<file path="src/rtl/wb_pkg.sv">
// Wishbone/LSU shared types: transfer width encoding, LSU FSM states, latched
// request payload and small helpers for width normalisation, alignment and
// store-lane masking. Shared by the master and the slave side.
package wb_pkg;

  localparam int unsigned DATA_W = 32;

  typedef enum logic [1:0] {
    WB_BYTE = 2'b00,
    WB_HALF = 2'b01,
    WB_WORD = 2'b10
  } wb_width_t;

  typedef enum logic [1:0] {
    IDLE = 2'b00,
    BUS  = 2'b01,
    ERR  = 2'b10,
    RESP = 2'b11
  } lsu_state_t;

  // Request fields held for the whole transaction (address kept separately, it is parameterised)
  typedef struct packed {
    logic              we;
    logic              sgn;
    wb_width_t         width;
    logic [DATA_W-1:0] wdata;
  } lsu_req_t;

  // Encoding 2'b11 behaves as a word access
  function automatic wb_width_t norm_width(input logic [1:0] w);
    wb_width_t r;
    unique case (w)
      2'b00:   r = WB_BYTE;
      2'b01:   r = WB_HALF;
      default: r = WB_WORD;
    endcase
    return r;
  endfunction

  function automatic logic is_misaligned(input wb_width_t w, input logic [1:0] a);
    logic r;
    unique case (w)
      WB_BYTE: r = 1'b0;
      WB_HALF: r = a[0];
      default: r = (a != 2'b00);
    endcase
    return r;
  endfunction

  // Store data is lane-0 justified; unused upper lanes are driven as zero
  function automatic logic [DATA_W-1:0] mask_wdata(input wb_width_t w, input logic [DATA_W-1:0] d);
    logic [DATA_W-1:0] r;
    unique case (w)
      WB_BYTE: r = {{(DATA_W-8){1'b0}}, d[7:0]};
      WB_HALF: r = {{(DATA_W-16){1'b0}}, d[15:0]};
      default: r = d;
    endcase
    return r;
  endfunction

endpackage

</file>
<file path="src/rtl/wb_if.sv">
// Classic single-cycle Wishbone bundle.
// master: cyc, stb, we, addr, width, data_write out; data_read, ack in.
// slave : mirror of master.
interface WISHBONE_IF #(
  parameter int unsigned ADDR_W = 32
);
  import wb_pkg::*;

  logic              cyc;
  logic              stb;
  logic              we;
  logic [ADDR_W-1:0] addr;
  wb_width_t         width;
  logic [DATA_W-1:0] data_write;
  logic [DATA_W-1:0] data_read;
  logic              ack;

  modport master (output cyc, stb, we, addr, width, data_write, input data_read, ack);
  modport slave  (input cyc, stb, we, addr, width, data_write, output data_read, ack);
endinterface

</file>
<file path="src/rtl/wb_load_extend.sv">
// Combinational load-data extension: picks the low byte/half/word of the
// read data and sign- or zero-extends it to 32 bits.
// Ports: width (transfer size), sgn (1 = sign-extend), data (raw read data),
//        ext_c (extended result).
module wb_load_extend
  import wb_pkg::*;
(
  input  wb_width_t         width,
  input  logic              sgn,
  input  logic [DATA_W-1:0] data,
  output logic [DATA_W-1:0] ext_c
);

  always_comb begin
    ext_c = data;
    unique case (width)
      WB_BYTE: ext_c = {{(DATA_W-8){sgn & data[7]}}, data[7:0]};
      WB_HALF: ext_c = {{(DATA_W-16){sgn & data[15]}}, data[15:0]};
      default: ext_c = data;
    endcase
  end

endmodule

</file>
<file path="src/rtl/wb_lsu_master.sv">
// Load/store Wishbone initiator. Takes one pipeline request at a time, checks
// alignment, runs one classic Wishbone cycle (aborted after TIMEOUT cycles
// without ack) and returns extended load data or store completion.
// Ports: iClk/iRst (sync active-high reset); req_* request handshake and
//        payload; rsp_* response handshake, data and error flags;
//        mem_wb Wishbone master port.
module wb_lsu_master
  import wb_pkg::*;
#(
  parameter int unsigned ADDR_W  = 32,
  parameter int unsigned TIMEOUT = 16
) (
  input  logic              iClk,
  input  logic              iRst,
  input  logic              req_valid,
  output logic              req_ready,
  input  logic              req_we,
  input  logic [ADDR_W-1:0] req_addr,
  input  logic [1:0]        req_width,
  input  logic              req_signed,
  input  logic [DATA_W-1:0] req_wdata,
  output logic              rsp_valid,
  input  logic              rsp_ready,
  output logic [DATA_W-1:0] rsp_data,
  output logic              rsp_err,
  output logic              rsp_misalign,
  WISHBONE_IF.master        mem_wb
);

  localparam int unsigned CNT_W = $clog2(TIMEOUT + 1);

  lsu_state_t        state_q, state_d;
  lsu_req_t          lat_q, lat_d;
  logic [ADDR_W-1:0] addr_q, addr_d;
  logic [CNT_W-1:0]  cnt_q, cnt_d;
  logic              cyc_q, cyc_d;
  logic              ready_d, vld_d, err_d, mis_d;
  logic [DATA_W-1:0] data_d;
  logic [DATA_W-1:0] ext_c;

  wb_load_extend u_ext (
    .width (lat_q.width),
    .sgn   (lat_q.sgn),
    .data  (mem_wb.data_read),
    .ext_c (ext_c)
  );

  // Bus outputs come straight from registers; address/control only change on accept
  assign mem_wb.cyc        = cyc_q;
  assign mem_wb.stb        = cyc_q;
  assign mem_wb.we         = lat_q.we;
  assign mem_wb.addr       = addr_q;
  assign mem_wb.width      = lat_q.width;
  assign mem_wb.data_write = lat_q.wdata;

  // State and registered outputs
  always_ff @(posedge iClk) begin
    if (iRst) begin
      state_q      <= IDLE;
      lat_q        <= '0;
      addr_q       <= '0;
      cnt_q        <= '0;
      cyc_q        <= 1'b0;
      req_ready    <= 1'b1;
      rsp_valid    <= 1'b0;
      rsp_data     <= '0;
      rsp_err      <= 1'b0;
      rsp_misalign <= 1'b0;
    end else begin
      state_q      <= state_d;
      lat_q        <= lat_d;
      addr_q       <= addr_d;
      cnt_q        <= cnt_d;
      cyc_q        <= cyc_d;
      req_ready    <= ready_d;
      rsp_valid    <= vld_d;
      rsp_data     <= data_d;
      rsp_err      <= err_d;
      rsp_misalign <= mis_d;
    end
  end

  // Next state and next registered outputs
  always_comb begin
    state_d = state_q;
    lat_d   = lat_q;
    addr_d  = addr_q;
    cnt_d   = cnt_q;
    cyc_d   = cyc_q;
    ready_d = req_ready;
    vld_d   = rsp_valid;
    data_d  = rsp_data;
    err_d   = rsp_err;
    mis_d   = rsp_misalign;

    unique case (state_q)
      IDLE: begin
        if (req_valid && req_ready) begin
          lat_d.we    = req_we;
          lat_d.sgn   = req_signed;
          lat_d.width = norm_width(req_width);
          lat_d.wdata = mask_wdata(norm_width(req_width), req_wdata);
          addr_d      = req_addr;
          cnt_d       = '0;
          ready_d     = 1'b0;
          if (is_misaligned(norm_width(req_width), req_addr[1:0])) begin
            state_d = ERR;
          end else begin
            state_d = BUS;
            cyc_d   = 1'b1;
          end
        end
      end
      BUS: begin
        // ack is checked first so an ack on the last counted cycle completes normally
        if (mem_wb.ack) begin
          state_d = RESP;
          cyc_d   = 1'b0;
          vld_d   = 1'b1;
          err_d   = 1'b0;
          mis_d   = 1'b0;
          data_d  = lat_q.we ? '0 : ext_c;
        end else if (cnt_q == CNT_W'(TIMEOUT - 1)) begin
          state_d = RESP;
          cyc_d   = 1'b0;
          vld_d   = 1'b1;
          err_d   = 1'b1;
          mis_d   = 1'b0;
          data_d  = '0;
        end else begin
          cnt_d = cnt_q + CNT_W'(1);
        end
      end
      ERR: begin
        state_d = RESP;
        vld_d   = 1'b1;
        err_d   = 1'b1;
        mis_d   = 1'b1;
        data_d  = '0;
      end
      RESP: begin
        if (rsp_ready) begin
          state_d = IDLE;
          ready_d = 1'b1;
          vld_d   = 1'b0;
          err_d   = 1'b0;
          mis_d   = 1'b0;
          data_d  = '0;
        end
      end
      default: state_d = IDLE;
    endcase
  end

endmodule

</file>
<file path="src/flat_wrapper.sv">
// flat-port wrapper written by rule: the top's interface ports become plain ports
module wb_lsu_master_flat import wb_pkg::*;
#(
  parameter int unsigned ADDR_W  = 32,
  parameter int unsigned TIMEOUT = 16
)
  (iClk, iRst, req_valid, req_ready, req_we, req_addr, req_width, req_signed, req_wdata, rsp_valid, rsp_ready, rsp_data, rsp_err, rsp_misalign, mem_wb_cyc, mem_wb_stb, mem_wb_we, mem_wb_addr, mem_wb_width, mem_wb_data_write, mem_wb_data_read, mem_wb_ack);
  WISHBONE_IF #(.ADDR_W(ADDR_W)) mem_wb_i ();
  input  logic iClk;
  input  logic iRst;
  input  logic req_valid;
  output logic req_ready;
  input  logic req_we;
  input  logic [ADDR_W-1:0] req_addr;
  input  logic [1:0] req_width;
  input  logic req_signed;
  input  logic [DATA_W-1:0] req_wdata;
  output logic rsp_valid;
  input  logic rsp_ready;
  output logic [DATA_W-1:0] rsp_data;
  output logic rsp_err;
  output logic rsp_misalign;
  output wire logic [$bits(mem_wb_i.cyc)-1:0] mem_wb_cyc;
  output wire logic [$bits(mem_wb_i.stb)-1:0] mem_wb_stb;
  output wire logic [$bits(mem_wb_i.we)-1:0] mem_wb_we;
  output wire logic [$bits(mem_wb_i.addr)-1:0] mem_wb_addr;
  output wire logic [$bits(mem_wb_i.width)-1:0] mem_wb_width;
  output wire logic [$bits(mem_wb_i.data_write)-1:0] mem_wb_data_write;
  input wire logic [$bits(mem_wb_i.data_read)-1:0] mem_wb_data_read;
  input wire logic [$bits(mem_wb_i.ack)-1:0] mem_wb_ack;
  assign mem_wb_cyc = mem_wb_i.cyc;
  assign mem_wb_stb = mem_wb_i.stb;
  assign mem_wb_we = mem_wb_i.we;
  assign mem_wb_addr = mem_wb_i.addr;
  assign mem_wb_width = mem_wb_i.width;
  assign mem_wb_data_write = mem_wb_i.data_write;
  assign mem_wb_i.data_read = mem_wb_data_read;
  assign mem_wb_i.ack = mem_wb_ack;
  wb_lsu_master #(.ADDR_W(ADDR_W), .TIMEOUT(TIMEOUT)) u_core (.iClk(iClk), .iRst(iRst), .req_valid(req_valid), .req_ready(req_ready), .req_we(req_we), .req_addr(req_addr), .req_width(req_width), .req_signed(req_signed), .req_wdata(req_wdata), .rsp_valid(rsp_valid), .rsp_ready(rsp_ready), .rsp_data(rsp_data), .rsp_err(rsp_err), .rsp_misalign(rsp_misalign), .mem_wb(mem_wb_i));
endmodule
</file>
<file path="config.mk">
export PLATFORM = sky130hd
export DESIGN_NAME = wb_lsu_master_flat
export DESIGN_NICKNAME = d
export VERILOG_FILES = /design/src/rtl/wb_pkg.sv /design/src/rtl/wb_if.sv /design/src/rtl/wb_load_extend.sv /design/src/rtl/wb_lsu_master.sv /design/src/flat_wrapper.sv
export SDC_FILE = /design/constraint.sdc
export NUM_CORES = 1
export LEC_CHECK = 0
export ABC_AREA = 1
export CAP_MARGIN = 20
export CORE_MARGIN = 2
export CORE_UTILIZATION = 41
export DETAILED_ROUTE_END_ITERATION = 6
export PLACE_DENSITY_LB_ADDON = 0.2
export RECOVER_POWER = 25
export SLEW_MARGIN = 20
export SYNTH_ARGS = -nofsm -noshare
export SYNTH_HDL_FRONTEND = slang
export SYNTH_SLANG_ARGS = --single-unit
</file>
<file path="constraint.sdc">
create_clock -name iClk -period 2 [get_ports iClk]
set_input_delay 0.3 -clock iClk [delete_from_list [all_inputs] [get_ports iClk]]
set_output_delay 0.3 -clock iClk [all_outputs]
set_load 0.1 [all_outputs]
</file>
### Placement density heat map, run 1

The die is cut into 11 by 11 equal tiles; white is low, dark blue is high, 0 to 100% covered.
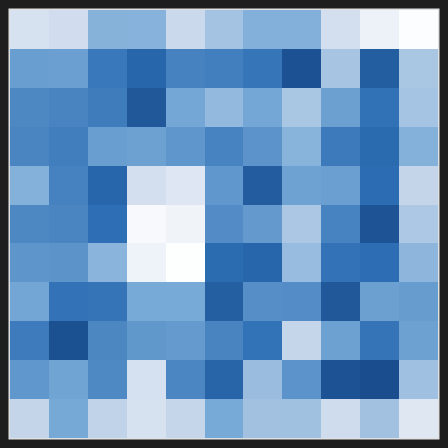
fullest tile: 88%
tiles over 75% full: 15%
mean over tiles: 53%
nearly empty tiles: 1.7%
Pre-Place Util: 42.16%
fin util: 59.88%

### Signal wires on met1, run 1

Supply wires on this layer in grey.
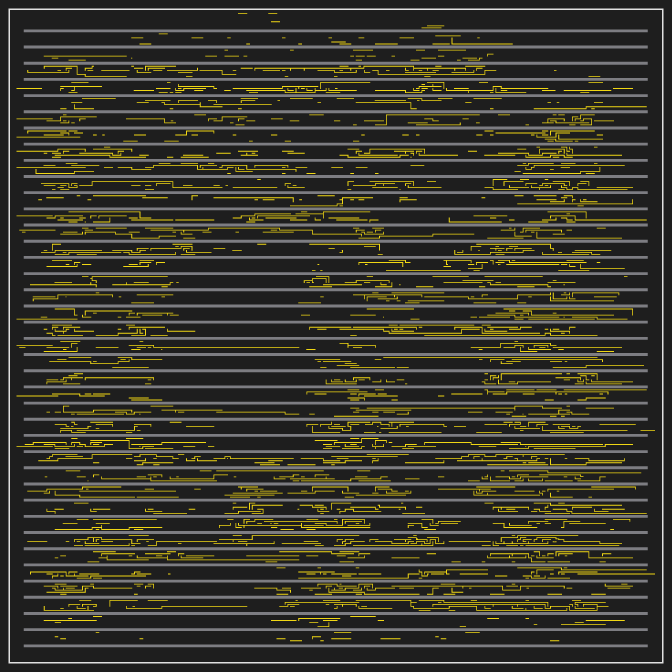
longest straight run: 35.9 µm
main direction: horizontal
nets with wire on the layer: 749
share of all routed wire: 42%

==> results.cfg, run 1 <==
; synthesis and place-and-route metrics
[yosys]
synthAoiAreaFrac_pct = 12.70
syn-num-nets = 724
yosys.area_share.adder_pct = 1.916
ff_type = dfxtp_1
synthSimpleGateAreaFrac_pct = 29.26
xor_share_pct = 0
topCombFamilyByArea = simple AND/OR/NAND/NOR gates
ys_area_mm2 = 0.004571
most_common_cell = nand2_1
async_flop_share_pct = 0
ys_warn_count = 0
ys_seq_share_pct = 49.06
synthMuxAreaShare_pct = 0
yosys_cells = 612
ys_types = 26
edf_count = 0
synthCells = 612
yosys.area.top_type = dfxtp_1

[setup_path]
cpMostUsedCell = ha_1
worstPathArrival_ns = 2.09
startpoint_type = flop
critPathLaunch = u_core.cnt_q[0]$_SDFFE_PP0P_
r2r-start = u_core.cnt_q[0]$_SDFFE_PP0P_
cp_slowest_cell = dfxtp_1
critPathMaxFanout = 20
cp_num_buf_inv = 1
required_ns = 2.29
worst-setup-path-type = flop to flop
critPathCaptureType = flop

[power]
largestPowerGroup = combinational cells
p_int_mw = 4.424
pwr-share-seq_pct = 29.8
power_density_mw_per_mm2 = 1459
power_frac_clock_pct = 14.5
power_frac_comb_pct = 55.7
power_mw = 9.471
leakage_nw = 2.743
pg_comb_mw = 5.27

[drt]
wirelength_mm = 12.75
wl_met1_mm = 5.294
drc = 0
wl_met2_mm = 5.782
firstDrtPassIters = 4
vias = 4579
antenna_left = 0

[finish]
nets = 915
comb_share_pct = 30.90
bufAreaShareNonClock_pct = 27.37
drive_gt1_share_pct = 17.95
layout_top_cells = nand2_1 (204), dfxtp_1 (112), a21oi_1 (109)
clk_share_pct = 3.084
clkbuf_count = 14
top_area_cell_class = sequential cells
layout.cells.most_common = nand2_1
nFlopsAndLatches = 112
filler_cell_count = 1009
combGateArea_mm2 = 0.002006
synthToLayoutAreaGrowth_pct = 42.02

[clocking]
post_cts_buffers = 0
cts_tree = built
path_clk_slew_ns = 0.10
cts.sinks = 112
root_buffer = clkbuf_8
cts_buffer_depth = 2
holdBufCountCts = 0

[die]
die-area_mm2 = 0.01201
die_h_um = 109.6
coreArea_mm2 = 0.01084
ios = 210
rows = 38
die_x_um = 109.6

[global_routing]
grt_max_degree = 62
antenna_found_initial = 0
grt_pass1_wl_mm = 19.79

[flow_run]
cap_violations = 0
openroad.warnings = 30

[placed_design]
hpwl_mm = 9.356
place_ws_ns = 0.1948
gp_congestion = 0.8395

[final_timing]
slew_headroom_pct = 61.67
rsz0062_at_grt = no
slew_viol_final = 0
fmax_mhz = 556.7

[worst_hold_path]
worstHoldEndpoint = u_core.rsp_data[3]$_SDFFE_PP0P_

[status]
status = completed
### Track usage over the die, run 1

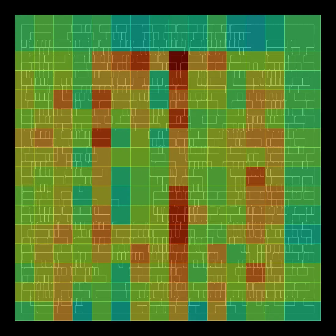
WL per Instance: 13.44 µm
met2 Resource Use GR: 33.60%
GR peak layer: met2
met3 Use GR: 7.232%
M1 GR Usage: 25.47%

--- run 2 (diff from run 1) ---
--- a/config.mk
+++ b/config.mk
@@ -8,9 +8,9 @@
 export ABC_AREA = 1
 export CAP_MARGIN = 20
 export CORE_MARGIN = 2
-export CORE_UTILIZATION = 41
+export CORE_UTILIZATION = 45
 export DETAILED_ROUTE_END_ITERATION = 6
-export PLACE_DENSITY_LB_ADDON = 0.2
+export DONT_BUFFER_PORTS = 1
 export RECOVER_POWER = 25
 export SLEW_MARGIN = 20
 export SYNTH_ARGS = -nofsm -noshare
### Signal wires on met1, run 2

Supply wires on this layer in grey.
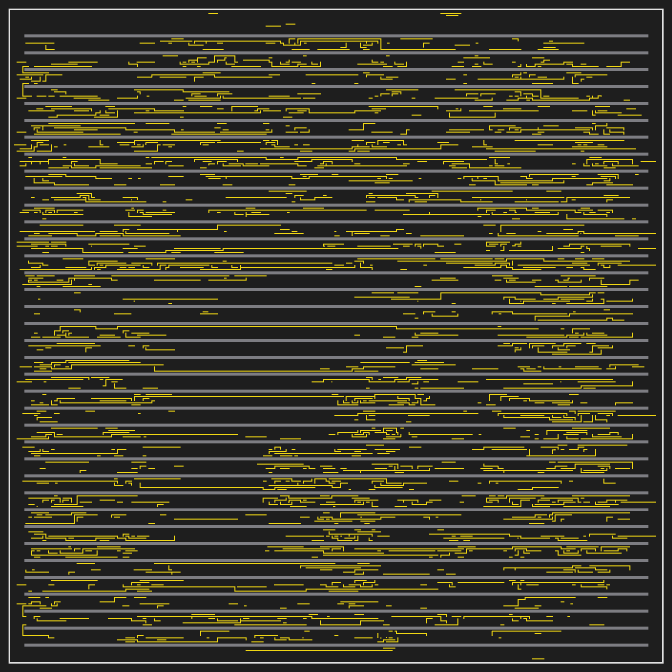
nets with wire on the layer: 723
main direction: horizontal
wire length on this layer: 5360 µm
M1 GR Usage: 24.89%
DR vias: 4286
WL final: 12.90 mm

==> run 2 against run 1 <==
The flow now finishes with violations (hold timing); setup slack got worse by 0.079 ns; critical path depth shrank 2; non-clock buffer count decreased by 99; largest cell class unchanged.
==> results.cfg, run 2 <==
; synthesis and place-and-route metrics
[status]
status = complete, but fails checks
violations = hold timing

[clocking]
path_clk_slew_ns = 0.10
root_buffer = clkbuf_8
post_cts_buffers = 0
cts_tree = built
holdBufCountCts = 1

[finish]
nets = 816
bufAreaShareNonClock_pct = 15.32
comb_share_pct = 36.04
combGateArea_mm2 = 0.002008

[power]
power_density_mw_per_mm2 = 1709
leakage_nw = 2.394
p_int_mw = 4.396
power_mw = 9.523
power_frac_clock_pct = 14.7
pwr-share-seq_pct = 28.8

[yosys]
ys_area_mm2 = 0.004571
synthSimpleGateAreaFrac_pct = 29.26
ys_types = 26
yosys.area_share.adder_pct = 1.916
ff_type = dfxtp_1
topCombFamilyByArea = simple AND/OR/NAND/NOR gates
syn-num-nets = 724
edf_count = 0
async_flop_share_pct = 0
ys_seq_share_pct = 49.06
yosys.area.top_type = dfxtp_1
ys_warn_count = 0

[die]
coreArea_mm2 = 0.009819
die-area_mm2 = 0.01098
fp-utilization_pct = 46.55

[worst_hold_path]
worstHoldEndpoint = u_core.rsp_misalign$_SDFFE_PP0P_

[placed_design]
place_ws_ns = 0.2404

[global_routing]
grt_pass1_wl_mm = 18.80
met2_usage_pct = 34.97

[drt]
firstDrtPassIters = 4
drc = 0
wire_per_inst_um = 15.33

[setup_path]
worst-setup-path-type = flop to flop
worstPathArrival_ns = 2.19
r2r-start = u_core.state_q[0]$_SDFFE_PP0P_
cp_slowest_cell = dlygate4sd3_1
critPathMaxFanout = 25
required_ns = 2.31

[flow_run]
cap_violations = 0

[final_timing]
fmax_mhz = 533.3
holdWs_ns = -0.003634
rsz0062_at_grt = no
hold_viol_final = 1
slew_headroom_pct = 25.17
Power is estimated from default activity; no workload was simulated.
